`src/rtl/aes_pkg.sv`:
```
// Shared constants and types for the AES-128 core S-box arbitration logic.
package aes_pkg;

    // Requester index constants (also the encoding of the last_grant register)
    localparam logic REQ_ST = 1'b0;
    localparam logic REQ_KS = 1'b1;

    // Arbitration mode constants for the ARB_MODE parameter
    localparam int ARB_RR    = 0;
    localparam int ARB_FIXED = 1;

    // Width of the starvation counter
    localparam int STARVE_W = 4;

    // One-hot-free grant encoding used inside the arbiter
    typedef enum logic [1:0] {
        GNT_NONE = 2'd0,
        GNT_ST   = 2'd1,
        GNT_KS   = 2'd2
    } grant_e;

endpackage

```
`src/rtl/aes_subbyte_arbiter_if.sv`:
```
// Bundle of the two requester channels plus the shared S-box drive/return.
interface aes_subbyte_arbiter_if;

    logic         st_req_valid;
    logic [127:0] st_req_data;
    logic         st_req_ready;
    logic         st_rsp_valid;
    logic [127:0] st_rsp_data;
    logic         st_rsp_ready;

    logic         ks_req_valid;
    logic [31:0]  ks_req_word;
    logic         ks_req_ready;
    logic         ks_rsp_valid;
    logic [31:0]  ks_rsp_word;
    logic         ks_rsp_ready;

    logic [127:0] sb_in;
    logic [127:0] sb_out;

    // Requester / S-box side of the bundle
    modport master (
        output st_req_valid, st_req_data, st_rsp_ready,
        output ks_req_valid, ks_req_word, ks_rsp_ready,
        output sb_out,
        input  st_req_ready, st_rsp_valid, st_rsp_data,
        input  ks_req_ready, ks_rsp_valid, ks_rsp_word,
        input  sb_in
    );

    // Arbiter side of the bundle
    modport slave (
        input  st_req_valid, st_req_data, st_rsp_ready,
        input  ks_req_valid, ks_req_word, ks_rsp_ready,
        input  sb_out,
        output st_req_ready, st_rsp_valid, st_rsp_data,
        output ks_req_ready, ks_rsp_valid, ks_rsp_word,
        output sb_in
    );

endinterface

```
`src/rtl/aes_rsp_slot.sv`:
```
// One-entry registered response slot with valid/ready drain.
// A load in the same cycle as a drain keeps the slot full with the new data.
module aes_rsp_slot #(
    parameter int WIDTH = 128
) (
    input  logic             clk,
    input  logic             rst,
    input  logic             load,
    input  logic [WIDTH-1:0] load_data,
    input  logic             rsp_ready,
    output logic             rsp_valid,
    output logic [WIDTH-1:0] rsp_data
);

    logic             valid_r;
    logic [WIDTH-1:0] data_r;

    // Slot register: load wins over drain, reset discards contents
    always_ff @(posedge clk) begin
        if (rst) begin
            valid_r <= 1'b0;
            data_r  <= '0;
        end else if (load) begin
            valid_r <= 1'b1;
            data_r  <= load_data;
        end else if (rsp_ready) begin
            valid_r <= 1'b0;
            data_r  <= data_r;
        end else begin
            valid_r <= valid_r;
            data_r  <= data_r;
        end
    end

    assign rsp_valid = valid_r;
    assign rsp_data  = data_r;

endmodule

```
`src/rtl/aes_subbyte_arbiter.sv`:
```
// Shares one 16-lane sub_byte array between the cipher round datapath and
// the key-expansion unit. Grants are combinational (ready = grant); results
// land in per-requester one-entry slots one cycle after acceptance.
module aes_subbyte_arbiter
    import aes_pkg::*;
#(
    parameter int ARB_MODE     = ARB_RR,
    parameter int STARVE_LIMIT = 4
) (
    input  logic                  clk,
    input  logic                  rst,
    aes_subbyte_arbiter_if.slave  bus
);

    logic                st_elig_s;
    logic                ks_elig_s;
    grant_e              tie_winner_s;
    grant_e              gnt_s;
    logic                st_gnt_s;
    logic                ks_gnt_s;
    logic                last_grant_r;
    logic [STARVE_W-1:0] starve_cnt_r;
    logic                st_rsp_valid_s;
    logic                ks_rsp_valid_s;
    logic [127:0]        st_rsp_data_s;
    logic [31:0]         ks_rsp_word_s;

    // A requester may be served if its slot is empty or draining this cycle
    always_comb begin
        st_elig_s = bus.st_req_valid & (~st_rsp_valid_s | bus.st_rsp_ready);
        ks_elig_s = bus.ks_req_valid & (~ks_rsp_valid_s | bus.ks_rsp_ready);
    end

    // Who wins when both requesters are eligible
    always_comb begin
        tie_winner_s = GNT_KS;
        if (ARB_MODE == ARB_FIXED) begin
            if (starve_cnt_r == STARVE_W'(STARVE_LIMIT)) begin
                tie_winner_s = GNT_ST;
            end else begin
                tie_winner_s = GNT_KS;
            end
        end else begin
            if (last_grant_r == REQ_KS) begin
                tie_winner_s = GNT_ST;
            end else begin
                tie_winner_s = GNT_KS;
            end
        end
    end

    // Single grant per cycle; nothing is granted while reset is asserted
    always_comb begin
        gnt_s = GNT_NONE;
        if (rst) begin
            gnt_s = GNT_NONE;
        end else if (st_elig_s && ks_elig_s) begin
            gnt_s = tie_winner_s;
        end else if (st_elig_s) begin
            gnt_s = GNT_ST;
        end else if (ks_elig_s) begin
            gnt_s = GNT_KS;
        end else begin
            gnt_s = GNT_NONE;
        end
    end

    assign st_gnt_s = (gnt_s == GNT_ST);
    assign ks_gnt_s = (gnt_s == GNT_KS);

    // Steer the granted operand into the shared S-box, zero when idle
    always_comb begin
        bus.sb_in = 128'h0;
        case (gnt_s)
            GNT_ST:  bus.sb_in = bus.st_req_data;
            GNT_KS:  bus.sb_in = {96'h0, bus.ks_req_word};
            default: bus.sb_in = 128'h0;
        endcase
    end

    // Arbitration history: last winner and consecutive key-schedule wins
    // while the cipher waits (saturates so it can never wrap past the limit)
    always_ff @(posedge clk) begin
        if (rst) begin
            last_grant_r <= REQ_ST;
            starve_cnt_r <= '0;
        end else begin
            if (st_gnt_s) begin
                last_grant_r <= REQ_ST;
            end else if (ks_gnt_s) begin
                last_grant_r <= REQ_KS;
            end else begin
                last_grant_r <= last_grant_r;
            end

            if (st_gnt_s || !st_elig_s) begin
                starve_cnt_r <= '0;
            end else if (ks_gnt_s && (starve_cnt_r != {STARVE_W{1'b1}})) begin
                starve_cnt_r <= starve_cnt_r + STARVE_W'(1);
            end else begin
                starve_cnt_r <= starve_cnt_r;
            end
        end
    end

    aes_rsp_slot #(.WIDTH(128)) u_st_slot (
        .clk       (clk),
        .rst       (rst),
        .load      (st_gnt_s),
        .load_data (bus.sb_out),
        .rsp_ready (bus.st_rsp_ready),
        .rsp_valid (st_rsp_valid_s),
        .rsp_data  (st_rsp_data_s)
    );

    aes_rsp_slot #(.WIDTH(32)) u_ks_slot (
        .clk       (clk),
        .rst       (rst),
        .load      (ks_gnt_s),
        .load_data (bus.sb_out[31:0]),
        .rsp_ready (bus.ks_rsp_ready),
        .rsp_valid (ks_rsp_valid_s),
        .rsp_data  (ks_rsp_word_s)
    );

    assign bus.st_req_ready = st_gnt_s;
    assign bus.ks_req_ready = ks_gnt_s;
    assign bus.st_rsp_valid = st_rsp_valid_s;
    assign bus.st_rsp_data  = st_rsp_data_s;
    assign bus.ks_rsp_valid = ks_rsp_valid_s;
    assign bus.ks_rsp_word  = ks_rsp_word_s;

endmodule
```
`src/flat_wrapper.sv`:
```
// flat-port wrapper written by rule: the top's interface ports become plain ports
module aes_subbyte_arbiter_flat import aes_pkg::*;
#(
    parameter int ARB_MODE     = ARB_RR,
    parameter int STARVE_LIMIT = 4
)
  (clk, rst, bus_st_req_valid, bus_st_req_data, bus_st_rsp_ready, bus_ks_req_valid, bus_ks_req_word, bus_ks_rsp_ready, bus_sb_out, bus_st_req_ready, bus_st_rsp_valid, bus_st_rsp_data, bus_ks_req_ready, bus_ks_rsp_valid, bus_ks_rsp_word, bus_sb_in);
  aes_subbyte_arbiter_if bus_i ();
  input  logic clk;
  input  logic rst;
  input wire logic [$bits(bus_i.st_req_valid)-1:0] bus_st_req_valid;
  input wire logic [$bits(bus_i.st_req_data)-1:0] bus_st_req_data;
  input wire logic [$bits(bus_i.st_rsp_ready)-1:0] bus_st_rsp_ready;
  input wire logic [$bits(bus_i.ks_req_valid)-1:0] bus_ks_req_valid;
  input wire logic [$bits(bus_i.ks_req_word)-1:0] bus_ks_req_word;
  input wire logic [$bits(bus_i.ks_rsp_ready)-1:0] bus_ks_rsp_ready;
  input wire logic [$bits(bus_i.sb_out)-1:0] bus_sb_out;
  output wire logic [$bits(bus_i.st_req_ready)-1:0] bus_st_req_ready;
  output wire logic [$bits(bus_i.st_rsp_valid)-1:0] bus_st_rsp_valid;
  output wire logic [$bits(bus_i.st_rsp_data)-1:0] bus_st_rsp_data;
  output wire logic [$bits(bus_i.ks_req_ready)-1:0] bus_ks_req_ready;
  output wire logic [$bits(bus_i.ks_rsp_valid)-1:0] bus_ks_rsp_valid;
  output wire logic [$bits(bus_i.ks_rsp_word)-1:0] bus_ks_rsp_word;
  output wire logic [$bits(bus_i.sb_in)-1:0] bus_sb_in;
  assign bus_i.st_req_valid = bus_st_req_valid;
  assign bus_i.st_req_data = bus_st_req_data;
  assign bus_i.st_rsp_ready = bus_st_rsp_ready;
  assign bus_i.ks_req_valid = bus_ks_req_valid;
  assign bus_i.ks_req_word = bus_ks_req_word;
  assign bus_i.ks_rsp_ready = bus_ks_rsp_ready;
  assign bus_i.sb_out = bus_sb_out;
  assign bus_st_req_ready = bus_i.st_req_ready;
  assign bus_st_rsp_valid = bus_i.st_rsp_valid;
  assign bus_st_rsp_data = bus_i.st_rsp_data;
  assign bus_ks_req_ready = bus_i.ks_req_ready;
  assign bus_ks_rsp_valid = bus_i.ks_rsp_valid;
  assign bus_ks_rsp_word = bus_i.ks_rsp_word;
  assign bus_sb_in = bus_i.sb_in;
  aes_subbyte_arbiter #(.ARB_MODE(ARB_MODE), .STARVE_LIMIT(STARVE_LIMIT)) u_core (.clk(clk), .rst(rst), .bus(bus_i));
endmodule
```
`config.mk`:
```
export PLATFORM = sky130hd
export DESIGN_NAME = aes_subbyte_arbiter_flat
export DESIGN_NICKNAME = d
export VERILOG_FILES = /design/src/rtl/aes_pkg.sv /design/src/rtl/aes_subbyte_arbiter_if.sv /design/src/rtl/aes_rsp_slot.sv /design/src/rtl/aes_subbyte_arbiter.sv /design/src/flat_wrapper.sv
export SDC_FILE = /design/constraint.sdc
export NUM_CORES = 1
export LEC_CHECK = 0
export CAP_MARGIN = 0
export CELL_PAD_IN_SITES_DETAIL_PLACEMENT = 1
export CELL_PAD_IN_SITES_GLOBAL_PLACEMENT = 2
export CORE_AREA = 2 2 226 228
export DETAILED_ROUTE_END_ITERATION = 8
export DIE_AREA = 0 0 228 230
export PLACE_DENSITY = 0.75
export SLEW_MARGIN = 15
export SYNTH_ARGS = -nofsm -noshare
export SYNTH_HDL_FRONTEND = slang
export SYNTH_SLANG_ARGS = --single-unit
```
`constraint.sdc`:
```
create_clock -name clk -period 4.6 [get_ports clk]
set_clock_uncertainty 0.15 [all_clocks]
set_input_delay 1.38 -clock clk [delete_from_list [all_inputs] [get_ports clk]]
set_output_delay 1.38 -clock clk [all_outputs]
set_load 0.05 [all_outputs]
```
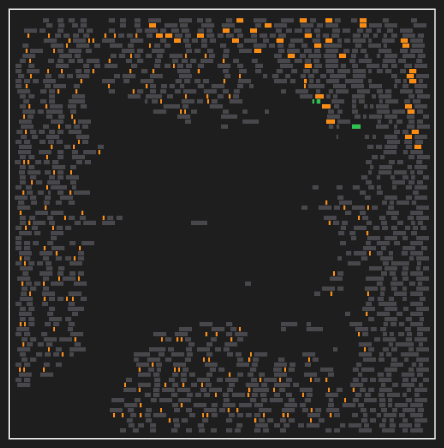
*Gate families picked out, run 1*
[nand cells] green | cells: 3
[nor cells] orange | cells: 197 | most used: nor2_1 | where: all over the die
fraction of area in multi-input gates: 23.76%
Top cell excl fill/tap: clkdlybuf4s50_1
non-filler instance count after layout: 2000

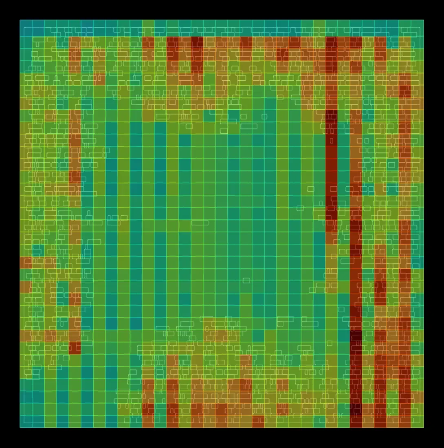
*Routing congestion map, run 1*
met1 layer usage reported by global route: 13.82%
Top Usage Layer GRT: met2
GR met2 Demand/Resource: 26.12%
average wire length per cell after detail routing: 18.91 um

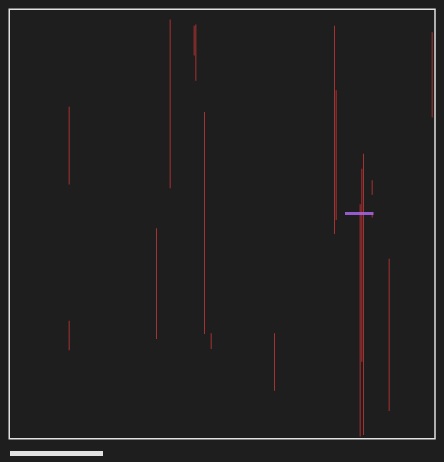
*Signal wires by layer, run 1*
Scale bar: 50 um. Two of the layers only.
[M4] red | wire length: 1110 um
[M5] purple | wire length: 13.8 um
GR Util All Layers: 14.16%
total wire length after detailed routing: 37.81 mm

==> results.txt, run 1 <==
The implementation run finished. Looking at the power breakdown, the clock network takes 32.9% of the total. Via density per instance landed at 3.721. Number of hold buffers added after cts landed at 0. Looking at the clock tree report, the H-tree level count equals 4.

Accumulated negative setup slack landed at 0 ps. Counting pins that exceed their max-slew limit in the final report gives 0. The worst setup path is launched from an input pin. Looking at the group totals, the largest power group turns out to be registers. In this run, power in combinational logic comes to 1.32 mW.

Layout cell share with drive strength beyond 1 landed at 26.80%. The design draws 4.214 mW. Proportion of power drawn by combinational gates landed at 31.4%.

The final timing report lists a hold violation count of 0. Number of instances in the synthesized netlist landed at 718. Flop share of the area landed at 19.95%. Leakage power summed over all cells landed at 5.876 nW.

The via count of the first global-routing pass was 8235. Clock buffer and inverter area fraction after layout landed at 3.435%. OpenSTA lists the critical path startpoint as bus_ks_req_valid. Top-level port count landed at 586. The final antenna diode tally reported by the flow is 11. In the setup report, the worst path falls into the class input pin to primary output. Cell total after placement landed at 1936. Number of non-clock inverters landed at 1. The min-delay analysis places its worst path in the category register to register. According to the timing report, the critical path is captured at bus_sb_in[127]. Share of the core filled by cells before placement landed at 14.16%. Data arrival time of the critical path landed at 3010 ps. For the worst reg-to-reg path, the startpoint reported by OpenROAD is u_core.last_grant_r$_SDFFE_PP0P_. The number of antenna violations at the first check in global routing came to 13. Sequential cell count landed at 163.

Filler cell count landed at 5578. Shortest period the worst path allows landed at 4545 ps. Dividing total power by cell area gives a power density of 257.7 nW/um^2. Before any placement, the netlist area is recorded as 7061 sq um.

Clock slew at the register clock pins of the worst setup and hold paths landed at 70 ps. Worst hold slack landed at 342.3 ps. The commonest cells after synthesis are 193 x nor2_1, 163 x dfxtp_1, 160 x mux2i_1, 96 x and2_1, 32 x a22oi_1. Looking at the clock tree report, the root buffer type is clkbuf_16.

The timing report gives the biggest stage delay along the critical path as 260 ps. Buffers placed on the I/O ports in this run total 585. TritonCTS built the clock tree. In this run the cell area measured after placement is 15130 sq um. Worst-case reg-to-reg path depth landed at 11.

Fraction of the yosys area taken by sequential cells landed at 46.22%. The most numerous cell type found on the critical path is buf_12. Multi-input combinational cell count landed at 496. Yosys mapped a number of flops with a built-in enable equal to 0. Sequential cell area landed at 3263 sq um. A synthesized cell averages 9.834 sq um. For flop-to-flop paths, the worst setup slack is 2000 ps. Full die area landed at 52440 sq um.

Count of routing violations after the opening detailed-route iteration landed at 131. The startpoint identified for the worst hold timing path is u_core.u_ks_slot.rsp_data[7]$_SDFFE_PP0P_. The flow reports power dissipated in sequential cells as 1.50 mW. Yosys mapped the design onto 23 distinct sky130hd cell types. Share of flip-flops with an asynchronous set or reset landed at 0%.

Met3 track demand over resource in global routing landed at 5.456%. Routed length on met1 landed at 13.23 mm. After floorplanning, the core was divided into 82 placement rows. Number of clock buffers in the layout landed at 20. The worst setup path is captured at a primary output.

Per the detail_route log, the uppermost layer with routed signals is met5. Number of routed nets with antenna violations landed at 0. In this run the vertical extent of the chip is 230 um. The endpoint of the worst hold path is reported as u_core.u_ks_slot.rsp_data[7]$_SDFFE_PP0P_. Across all stage logs, warnings added up to 27. Final layout net count landed at 1600. Area of the core landed at 49860 sq um. Summed over the clock group, the power is 1.39 mW. The internal portion of the total power is 2.856 mW. The congestion estimate from routability-driven global placement came to 0.8961.

For the pin with the worst max-slew slack, the measured transition is 1024 ps. The synthesis report names the predominant flop master as dfxtp_1. Per the STA report, the cell with the highest stage delay on the worst path is a211oi_4.

The run finished with clean final reports. The synthesis report lists the most area-consuming cells as dfxtp_1 46%, mux2i_1 23%, nor2_1 10%. End-of-flow core utilization landed at 32.80%. Leaving out fill and tap cells, the most frequent cells in the layout are 450 x clkdlybuf4s50_1, 163 x dfxtp_1, 161 x nor2_1, 160 x mux2i_1, 144 x buf_12. Area share of the largest cell type after synthesis landed at 46.22%. Post-route fraction of the period consumed by the critical path landed at 98.80%. For this run, design rule violations remaining after detail routing come to 0. The largest cell class by area is non-clock buffers. As reported, the later end of the worst-skew pair has a clock insertion delay of 440 ps.

Data-path buffer share of cell area in the final layout landed at 47.51%. Across all checked pins, the minimum headroom to the slew limit is 31.76%. Measured along the x axis, the die boundary spans 228 um. Non-clock buffer count in the final layout landed at 625. Critical path data required time landed at 3070 ps. The worst register-to-register path ends at u_core.u_st_slot.rsp_data[49]$_SDFFE_PP0N_. Max-cap violation count landed at 0. Per the detail_route log, met2 wirelength is 20.45 mm. The final report lists the setup-violating endpoint count as 0. STA lists the maximum fanout along the critical path as 8. Yosys stat counts 718 cells in the synthesized netlist. Tap insertion was completed with 672 tapcells. Number of cells on the worst hold path landed at 2.
==> run 1: cells by family after synthesis <==
| group | synth area share, % |
|---|---|
| compound gates | 4.094 |
| fa+ha+maj | 0.3544 |
| buf+inv | 7.319 |
| flops | 46.22 |
| mux | 22.68 |
| simple gates | 19.33 |
==> run 1: critical path: cells and delay by family <==
| family | cells | cell delay (ps) |
|---|---|---|
| buffers and inverters | 6 | 860 |
| adder cells (fa/ha/maj) | 1 | 200 |
| AND-OR/OR-AND | 1 | 260 |
| AND/OR/NAND/NOR | 2 | 310 |
==> run 1: timing repair <==
| item | 4_1_cts | 5_1_grt |
|---|---|---|
| hold endpoints to repair | 0 | 0 |
| endpoints found under the setup margin | 128 | 1 |
| pin swaps | 7 | 0 |
| setup buffers | 16 | 0 |
| cloned | 6 | 0 |
| gates resized | 89 | 1 |
### Register map, names as in the netlist, run 1

Scale bar: 50 um. Other sequential cells in the stronger grey, the rest of the logic in the fainter grey.
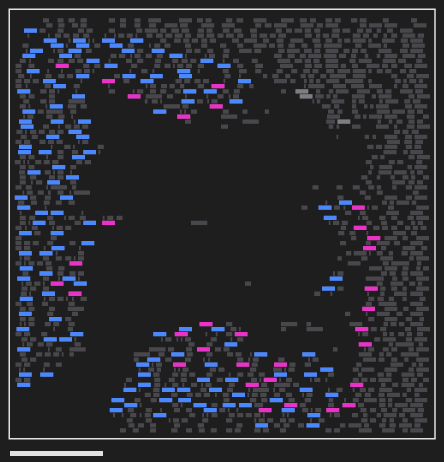

--- run 2 (diff from run 1) ---
--- a/config.mk
+++ b/config.mk
@@ -10,6 +10,6 @@
 export CELL_PAD_IN_SITES_GLOBAL_PLACEMENT = 2
-export CORE_AREA = 2 2 226 228
+export CORE_AREA = 5 5 223 225
 export DETAILED_ROUTE_END_ITERATION = 8
 export DIE_AREA = 0 0 228 230
-export PLACE_DENSITY = 0.75
+export PLACE_DENSITY = 0.78
 export SLEW_MARGIN = 15
==> constraint.sdc (replaced) <==
create_clock -name clk -period 5.36 [get_ports clk]
set_clock_uncertainty 0.15 [all_clocks]
set_input_delay 1.608 -clock clk [delete_from_list [all_inputs] [get_ports clk]]
set_output_delay 1.608 -clock clk [all_outputs]
set_load 0.02 [all_outputs]
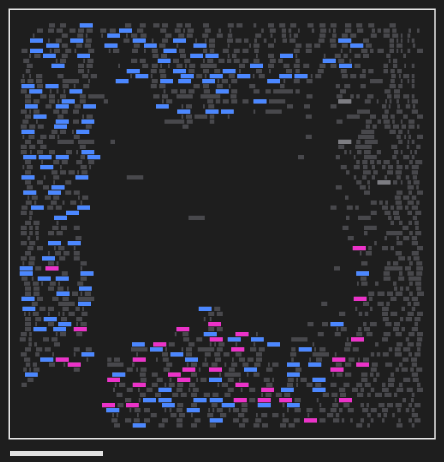
*Register map, names as in the netlist, run 2*
Scale bar: 50 um. Other sequential cells in the stronger grey, the rest of the logic in the fainter grey.
[`u_core.u_st_slot.rsp_data`] blue | placed flops: 128 | where: all over the die
[`u_core.u_ks_slot.rsp_data`] magenta | placed flops: 32 | where: a band across the bottom
register share of the cell area: 23.29%
footprint of the flip-flops and latches: 3263 sq um
Flop+latch power: 1.29 mW

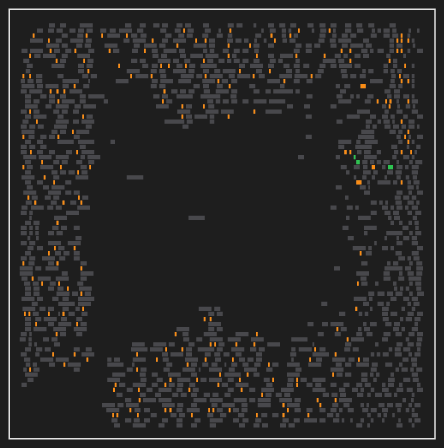
*Gate families picked out, run 2*
[nand cells] green | cells: 3
[nor cells] orange | cells: 197 | most used: nor2_1 | where: all over the die
non-filler instance count after layout: 1937
fraction of area in multi-input gates: 23.70%

==> results.txt, run 2 <==
The implementation run finished. The report counts max-capacitance violations totalling 0. The skew report gives the latency at the later pin of the worst-skew pair as 440 ps. In this run the worst hold path is classified as register to register.

Per the finish-stage timing summary, setup violations number 0. On the critical path the data arrives at 3540 ps. Endpoints failing hold in the final report were tallied at 0. STA classifies the critical path startpoint as an input pin. The launch point of the worst min-delay path is recorded as u_core.u_st_slot.rsp_data[83]$_SDFFE_PP0N_.

CTS built an H-tree with a depth of 4. Post-synth tally of flip-flops with integrated enable landed at 0. The via count of the first global-routing pass is 7999. In this run the register-to-register setup slack is 2260 ps. Sum of routed wire length over all layers landed at 39.47 mm. Shortest period the worst path allows landed at 5303 ps. Grouping non-sequential cells by family puts the most area in multiplexers. Total inserted antenna cells landed at 3.

Data-path buffer share of cell area in the final layout landed at 43.32%. Per the cell usage report, the commonest logic cell in the layout is clkdlybuf4s50_1. The timing report shows the most common cell along the critical path to be buf_4. OpenSTA lists the critical path endpoint as bus_sb_in[78]. The design received a total of 615 well taps at floorplan. Area share of the largest cell type after synthesis landed at 46.22%. Post-cts repair resize count landed at 205.

Per the area breakdown, the dominant cell category is non-clock buffers. After synthesis, the cell types taking the most area are dfxtp_1 46%, mux2i_1 23%, nor2_1 10%. Post-route fraction of the period consumed by the critical path landed at 98.93%. Number of non-clock inverters landed at 1. Met2 usage landed at 26.54%. Multiplexer area fraction after synthesis landed at 22.68%. Synthesis produced a netlist whose cell count is 718.

Mean area per synthesized cell landed at 9.834 sq um. Number of cells on the worst hold path landed at 2. Accumulated negative setup slack landed at 0 ps.

For this run, the share of the core covered by cells in the final layout is 29.59%. Number of design rule violations left after detail routing landed at 0. On met1, the global router reports a usage of 14.49%. Non-clock buffer count in the final layout landed at 628. According to the floorplan log, the row count is 80. Height of the die landed at 230 um.

Post-synthesis share of cell area spent on and, or, nand and nor gates landed at 19.33%. Power density over the cells landed at 236.3 nW/um^2. Multi-input combinational cell count landed at 496. After clock tree synthesis, the setup repair step added 3 buffers. In the final report, the number of pins over their slew limit comes to 0.

According to the timing report, the data required time at the worst endpoint equals 3600 ps. met2 is the most crowded layer. Unique cell type count in the Yosys netlist landed at 23. The routed design shows a via density per instance of 3.814. The layout has 22 clock buffers. The synthesis report gives the async set-or-reset register share as 0%. Met3 track demand over resource in global routing landed at 5.811%.

Fraction of the yosys area taken by sequential cells landed at 46.22%. Sequential cell count landed at 163. Grouping stages by cell kind, the critical path spends the most delay in buffers and inverters. The most critical hold endpoint after final layout shows a slack of 344.1 ps. Clock slew at the register clock pins of the worst setup and hold paths landed at 60 ps. In the final layout, the fill cell count is 5500.

According to the floorplan report, the total die area is 52440 sq um. The number of antenna violations at the first check in global routing was 8. Per the OpenROAD floorplan log, the area of the core is 47350 sq um. Per the OpenROAD power report, leakage power amounts to 5.280 nW. The endpoint of the worst hold path is reported as u_core.u_st_slot.rsp_data[83]$_SDFFE_PP0N_. Worst-case reg-to-reg path depth landed at 10. In the floorplan report the effective utilization is 14.91%. The congestion estimate from routability-driven global placement came to 0.8327. Buffer and inverter count on the worst path landed at 6. Slew at the pin closest to its max-slew limit landed at 1033 ps. Looking at the critical path, the single cell with the biggest stage delay is clkdlybuf4s50_1. The worst setup path is of the input pin to primary output kind. Max fanout on the critical path was recorded as 29. The flow ran to the end, and the final reports show no timing, DRC or antenna violations. Number of routed nets with antenna violations landed at 0. Layout cell share with drive strength beyond 1 landed at 12.74%. STA classifies the critical path endpoint as a primary output. TritonCTS built the clock tree. Per the final report, the share of cell area in clock cells is 4.109%. CTS placed an instance of clkbuf_16 at the clock tree root. Among all flip-flop cells after synthesis, the most frequent one is dfxtp_1. The final power report lists total power as 3.310 mW. Looking at the reg2reg group, the worst path starts from u_core.u_st_slot.rsp_valid$_SDFFE_PP0P_. Post-synthesis compound-gate area fraction landed at 4.094%. In this run the number of cells on the critical path is 10. OpenSTA lists the critical path startpoint as bus_ks_rsp_ready. Per the Yosys statistics, synthesis produced 718 cells. Total track usage landed at 14.11%. OpenROAD warning count landed at 29. At the end of the flow, the number of nets in the layout was 1603.
-- run 2: cell counts after synthesis --
Identical to the previous run, type by type.
-- run 2: report_power, final --
part / switching [mW] / internal [mW] / leakage (nW) / total, mW
Sequential: 0.0280 / 1.26 / 1.33 / 1.29
Clock: 0.525 / 0.730 / 0.271 / 1.25
Combinational: 0.343 / 0.422 / 3.68 / 0.765
Total: 0.895 / 2.41 / 5.28 / 3.31
-- run 2: layer usage --
metal	routed length (um)	vias to the layer above	share of wire (%)
met4	585	0	1.5
met5	0	-	0
met3	3167	33	8.0
met2	21050	339	53
li1	-	3545	-
met1	14670	3471	37
-- run 2: through the flow --
stage / cell area, sq um / instances
after global placement: 13490 / 1890
after CTS: 14090 / 1925
final: 14010 / 1937
after detailed placement: 13490 / 1890
after global routing: 14010 / 1937
after floorplan: 7061 / 718
Power figures rest on the tool's default switching activity, not on a simulated workload.
